Run 1, clock distribution:
Drawn at 6 px/um.
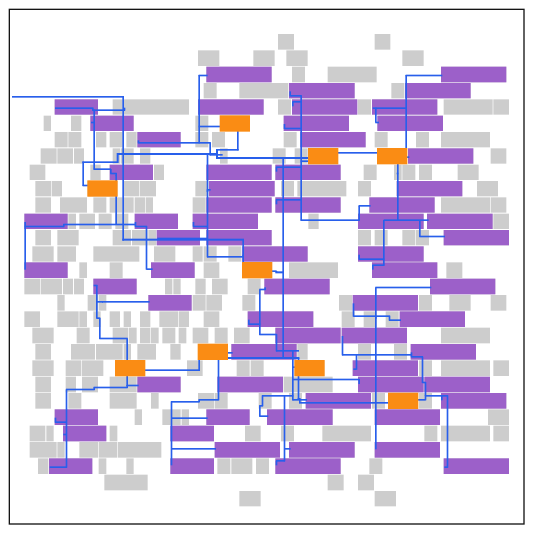
Run 1, wiring by layer:
Drawn at 3 px/um. Only two layers are drawn.
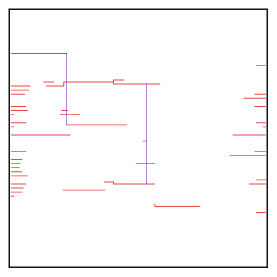
Run 1, clock routing:
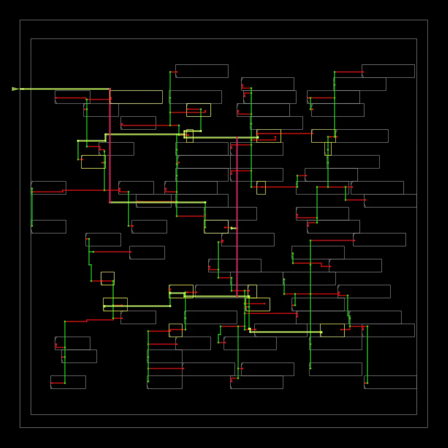
File: config.mk
export PLATFORM = sky130hd
export DESIGN_NAME = rx_fifo_stage_full
export DESIGN_NICKNAME = d
export VERILOG_FILES = /design/src/rtl/rx_fifo_stage_full.sv
export SDC_FILE = /design/constraint.sdc
export NUM_CORES = 1
export LEC_CHECK = 0
export CAP_MARGIN = 20
export CORE_MARGIN = 2
export CORE_UTILIZATION = 44
export CTS_BUF_LIST = sky130_fd_sc_hd__clkbuf_8 sky130_fd_sc_hd__clkbuf_16
export CTS_CLUSTER_DIAMETER = 50
export DETAILED_ROUTE_END_ITERATION = 8
export PLACE_DENSITY = 0.67
export REMOVE_ABC_BUFFERS = 1
export SETUP_SLACK_MARGIN = 0.15
export SYNTH_ARGS = -nofsm -noshare
export SYNTH_HDL_FRONTEND = slang
export SYNTH_SLANG_ARGS = --single-unit
File: constraint.sdc
create_clock -name clock -period 3.28 [get_ports clock]
set_input_delay 0.656 -clock clock [delete_from_list [all_inputs] [get_ports clock]]
set_output_delay 0.656 -clock clock [all_outputs]
set_load 0.1 [all_outputs]
File: src/rtl/rx_fifo_stage_full.sv
// rx_fifo_stage_full: 4-entry staging buffer between rx de-escaper and rx FIFO, dropping and counting words on overflow
module rx_fifo_stage_full #(
  parameter int WR_WIDTH  = 12,
  parameter int CNT_WIDTH = 8
) (
  input  logic                 clock,
  input  logic                 reset_n,
  input  logic                 in_enable,
  input  logic                 in_en,
  input  logic [WR_WIDTH-1:0]  in_data,
  input  logic                 in_full,
  output logic                 out_en,
  output logic [WR_WIDTH-1:0]  out_data,
  output logic [2:0]           level,
  output logic                 almost_full,
  output logic                 overflow,
  output logic [CNT_WIDTH-1:0] drop_cnt,
  input  logic                 clr_drop
);
  logic [WR_WIDTH-1:0] mem [4];
  logic [1:0] wr_ptr, rd_ptr;
  logic [2:0] count;
  logic pop, req, accept, drop, clr;
  assign pop         = in_enable && count != 3'd0 && !in_full;
  assign req         = in_enable && in_en;
  assign accept      = req && (count != 3'd4 || pop);
  assign drop        = req && count == 3'd4 && !pop;
  assign clr         = in_enable && clr_drop;
  assign out_en      = pop;
  assign out_data    = mem[rd_ptr];
  assign level       = count;
  assign almost_full = count >= 3'd3;
  always_ff @(posedge clock) begin
    if (!reset_n) begin
      wr_ptr   <= '0;
      rd_ptr   <= '0;
      count    <= '0;
      overflow <= 1'b0;
      drop_cnt <= '0;
      for (int i = 0; i < 4; i++) mem[i] <= '0;
    end else begin
      if (accept) begin
        mem[wr_ptr] <= in_data;
        wr_ptr      <= wr_ptr + 2'd1;
      end
      if (pop) rd_ptr <= rd_ptr + 2'd1;
      count <= count + 3'(accept) - 3'(pop);
      // a drop racing a clear counts as the first drop after the clear
      if (clr) begin
        overflow <= drop;
        drop_cnt <= drop ? CNT_WIDTH'(1) : '0;
      end else if (drop) begin
        overflow <= 1'b1;
        drop_cnt <= &drop_cnt ? drop_cnt : drop_cnt + CNT_WIDTH'(1);
      end
    end
  end
endmodule

==> flow_summary_export.csv, run 1 <==
group,metric,value,unit
min_path,hold_path.class,"flop to flop",
power,netSwitchingFraction,35.3,%
floorplanning,fp_util,45.8,%
setup_path,start_kind,"primary input",
global_routing,grtUsageMet3,5.87,%
floorplanning,fp.dieH,85.5,um
place,hpwl,3630,um
timing,finalWorstPathRequiredPeriod,2530,ps
power,clk-power,641,uW
setup_path,path_delay_family,"adder cells",
final_layout,layout-drive-gt1-share,23.5,%
outcome,outcome,"finished clean",
final_layout,final-instance-count-excl-fill,354,
setup_path,r2r_slack,1160,ps
final_layout,clockBufferCount,9,
synthesis,synthFlopType,"edfxtp_1",
setup_path,required,3510,ps
clock_network,clkTransAtPathRegs,70,ps
synthesis,ys_seq_share,61.6,%
final_layout,final_util,56.7,%
power,power_leader,"registers",
## Picture notes: 'clock distribution'
legend:
  orange:
    item: clock-net drivers
    count: 9
  blue:
    item: clock wires
    length: 773 um
  purple:
    item: flip-flops
    count: 66
routed clock nets: 10
flops lie: spread over the die

## Picture notes: 'wiring by layer'
legend:
  red:
    layer: M3
    wire_length: 293 um
  purple:
    layer: M4
    wire_length: 57.1 um
Post-Route WL: 5460 um
via count: 1,841
WL/cell: 15.4 um
Total GRT Usage: 16.6%

## Picture notes: 'clock routing'
flop count: 66
CTS sink cnt: 66

## run 1: synthesized netlist by cell type (all sizes together) (2+ instances only)
cell / n / area (um2)
a21oi: 6 / 30.0
and2: 51 / 319
and3: 2 / 12.5
buf: 3 / 15.0
clkbuf: 4 / 15.0
dfxtp: 18 / 360
edfxtp: 48 / 1440
ha: 4 / 50.1
inv: 7 / 26.3
mux4: 12 / 270
nand2: 6 / 22.5
nand2b: 2 / 12.5
nand3: 5 / 25.0
nand4: 3 / 18.8
nor2: 12 / 45.0
nor3: 4 / 20.0
o21ai: 8 / 40.0
or3: 3 / 18.8
xnor2: 3 / 26.3
xor2: 4 / 35.0
## run 1: cell families (layout without fill, tap and decap cells)
logic type / Yosys count / in the layout / synth area share [%]
xor+xnor: 7 / 7 / 2.10
buf+inv: 14 / 75 / 1.92
flops: 66 / 66 / 61.6
compound gates: 17 / 17 / 3.64
simple gates: 94 / 94 / 18.8
mux: 13 / 13 / 9.58
fa+ha+maj: 5 / 5 / 2.40
## run 1: registers in the layout, indices dropped and copies added (netlist names), named ones only
signal    count
wr_ptr        2
drop_cnt      8
rd_ptr        2
overflow      1
mem          48
level         3
## run 1: placed cells by master (no fill, tap or decap), types with 2 or more instances in the layout
cell,n
and2_1,51
edfxtp_1,48
buf_4,34
dfxtp_1,18
clkdlybuf4s50_1,17
mux4_2,12
nor2_1,12
clkbuf_8,9
inv_1,8
nand2_1,6
a21oi_1,6
nand3_1,5
o21ai_0,5
nor3_1,4
xor2_1,4
ha_1,4
o21ai_1,3
nand4_1,3
or3_1,3
xnor2_1,3
nand2b_1,2
and3_1,2
clkinvlp_4,2
clkinv_2,2
==> inputs of run 2 (changes only) <==
==> constraint.sdc (replaced) <==
create_clock -name clock -period 2.5 [get_ports clock]
set_input_delay 0.5 -clock clock [delete_from_list [all_inputs] [get_ports clock]]
set_output_delay 0.5 -clock clock [all_outputs]
set_load 0.1 [all_outputs]
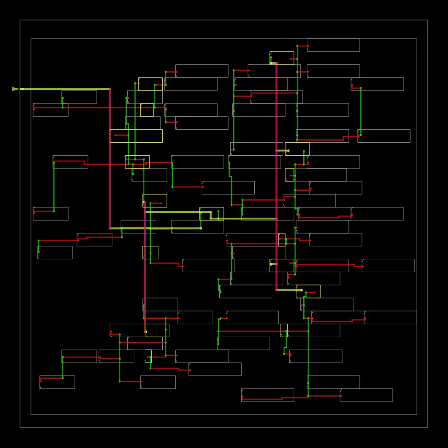
Run 2: clock routing
Inserted Clock Buffers: 9
clock skew: 8.99 ps
CLK BUF: 9
Power Clock: 839 uW
worst skew pair latency: 330 ps

==> run 2 against run 1 <==
Net effect: total power increased by 36%; combinational power increased by 49%; sequential cell count unchanged; first-iteration DRC count decreased by 12%; setup slack got worse by 440 ps; die size unchanged.
==> flow_summary_export.csv, run 2 <==
group,metric,value,unit
outcome,outcome,"finished clean",
final_layout,final_cell_mix,"51 x and2_1, 48 x edfxtp_1, 26 x buf_4",
detailed_routing,drtIter0Drc,122,
power,vdd_drop_max,0.000691,V
place,dp.cells,343,
final_layout,layout-drive-gt1-share,24.5,%
final_layout,largest_register,"mem",
floorplanning,die_width,85.5,um
detailed_routing,routed_wl,5500,um
clock_network,clkTransAtPathRegs,60,ps
setup_path,path_class,"primary input to output port",
place,hpwl,3660,um
floorplanning,fp_util,45.8,%
final_layout,seq_area,1800,um2
final_layout,largest_register_ffs,48,
setup_path,critPathCaptureType,"output port",
global_routing,grt_use_total,16.3,%
final_layout,final-instance-count-excl-fill,359,
clock_network,clock_sink_count,66,
synthesis,synth_top_cell_by_count,"and2_1",
detailed_routing,vias,1838,
timing,finalWorstPathRequiredPeriod,2190,ps
synthesis,ys_seq_share,61.6,%
global_routing,grt_pass1_wl,8810,um
min_path,hold_path.class,"flop to flop",
synthesis,area_leaders,"edfxtp_1 49%, dfxtp_1 12%, and2_1 11%",
synthesis,top_area_share,49.3,%
floorplanning,fp.dieH,85.5,um
clock_network,cts-htree-levels,3,
setup_path,start_kind,"primary input",
detailed_routing,via_per_inst,5.12,
setup_path,required,2000,ps
timing,max_slew_margin,54.0,%
clock_network,cts_setup_buffers,0,
detailed_routing,met2_length,2740,um
final_layout,lay_top_count,"and2_1",
synthesis,top_area_cell,"edfxtp_1",
synthesis,common_cells,"51 x and2_1, 48 x edfxtp_1, 18 x dfxtp_1, 12 x mux4_2, 12 x nor2_1",
setup_path,critPathCapture,"out_en",
detailed_routing,wire_per_inst,15.3,um
setup_path,r2r_end,"level[2]",
clock_network,cts-root-buf,"clkbuf_8",
synthesis,synthFlopType,"edfxtp_1",
timing,clock.fmax,0.457,GHz
setup_path,r2r_slack,470,ps
final_layout,final_util,59.9,%
setup_path,path_max_fanout,5,
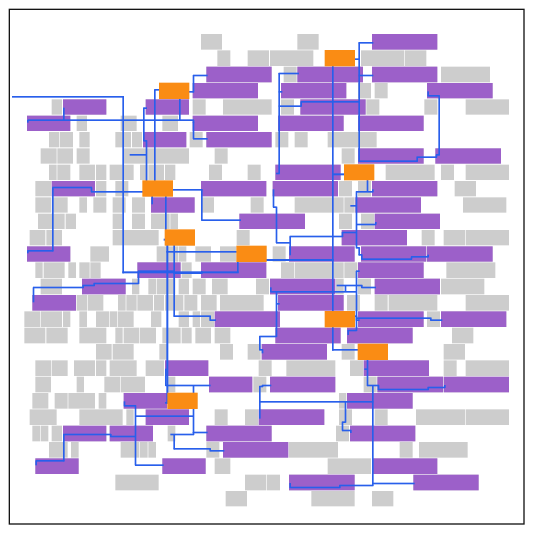
Run 2: clock distribution
Drawn at 6 px/um.
legend:
  orange:
    item: clock-net drivers
    count: 9
  purple:
    item: flip-flops
    count: 66
  blue:
    item: clock wires
    length: 786 um
routed clock nets: 10
flops lie: spread over the die
power share of the clock group: 26.8%

-- run 2: cell counts after synthesis --
No cell type changed its count.
-- run 2: cell families after synthesis --
logic type,count (synthesis),share of synthesized area (%)
XOR/XNOR,7,2.10
flip-flops,66,61.6
adder cells (fa/ha/maj),5,2.40
buffers and inverters,14,1.92
multiplexers,13,9.58
AND/OR/NAND/NOR,94,18.8
AND-OR/OR-AND,17,3.64
-- run 2: routing by layer --
metal  vias to the layer above  GRT usage [%]
li1                        903              -
met1                       877           20.3
met2                        48           26.7
met3                        10           3.66
met4                         0           8.23
met5                         -              0
-- run 2: worst min path at each step --
stage	end	slack, ps	depth (start not counted)
3_5_place_dp	overflow	490	2
3_3_place_gp	overflow	480	2
2_1_floorplan	flop	490	2
5_1_grt	rd_ptr[1]	560	2
4_1_cts	overflow	520	2
6_report	overflow	520	2
-- run 2: cell type report --
class	instances	share of cell area [%]
clock buffers	9	3.24
clock inverters	7	1.64
inverters	7	0.687
multi-input cells	136	27.9
flip-flops and latches	66	47.1
well taps	77	2.52
repair buffers	57	16.9
-- run 2: power breakdown --
part / internal, mW / switching [mW] / total (mW)
logic: 0.349 / 0.642 / 0.992
registers: 1.25 / 0.0471 / 1.30
clock network: 0.450 / 0.389 / 0.839
total: 2.05 / 1.08 / 3.13
-- run 2: stage by stage --
step / worst slack (ps) / instance area, um2 / hold WS [ps]
floorplan: -2540 / 2900 / 490
global route: 207 / 3820 / 560
CTS: 263 / 3820 / 522
finish: 313 / 3820 / 523
global placement: 67.0 / 3640 / 485
detailed placement: -8.24 / 3640 / 492
-- run 2: worst max-delay path, stage by stage --
cell and delay, ps:
clkdlybuf4s50_1 520, nor3b_1 300, buf_4 200, buf_12 170
Power figures rest on the tool's default switching activity, not on a simulated workload.
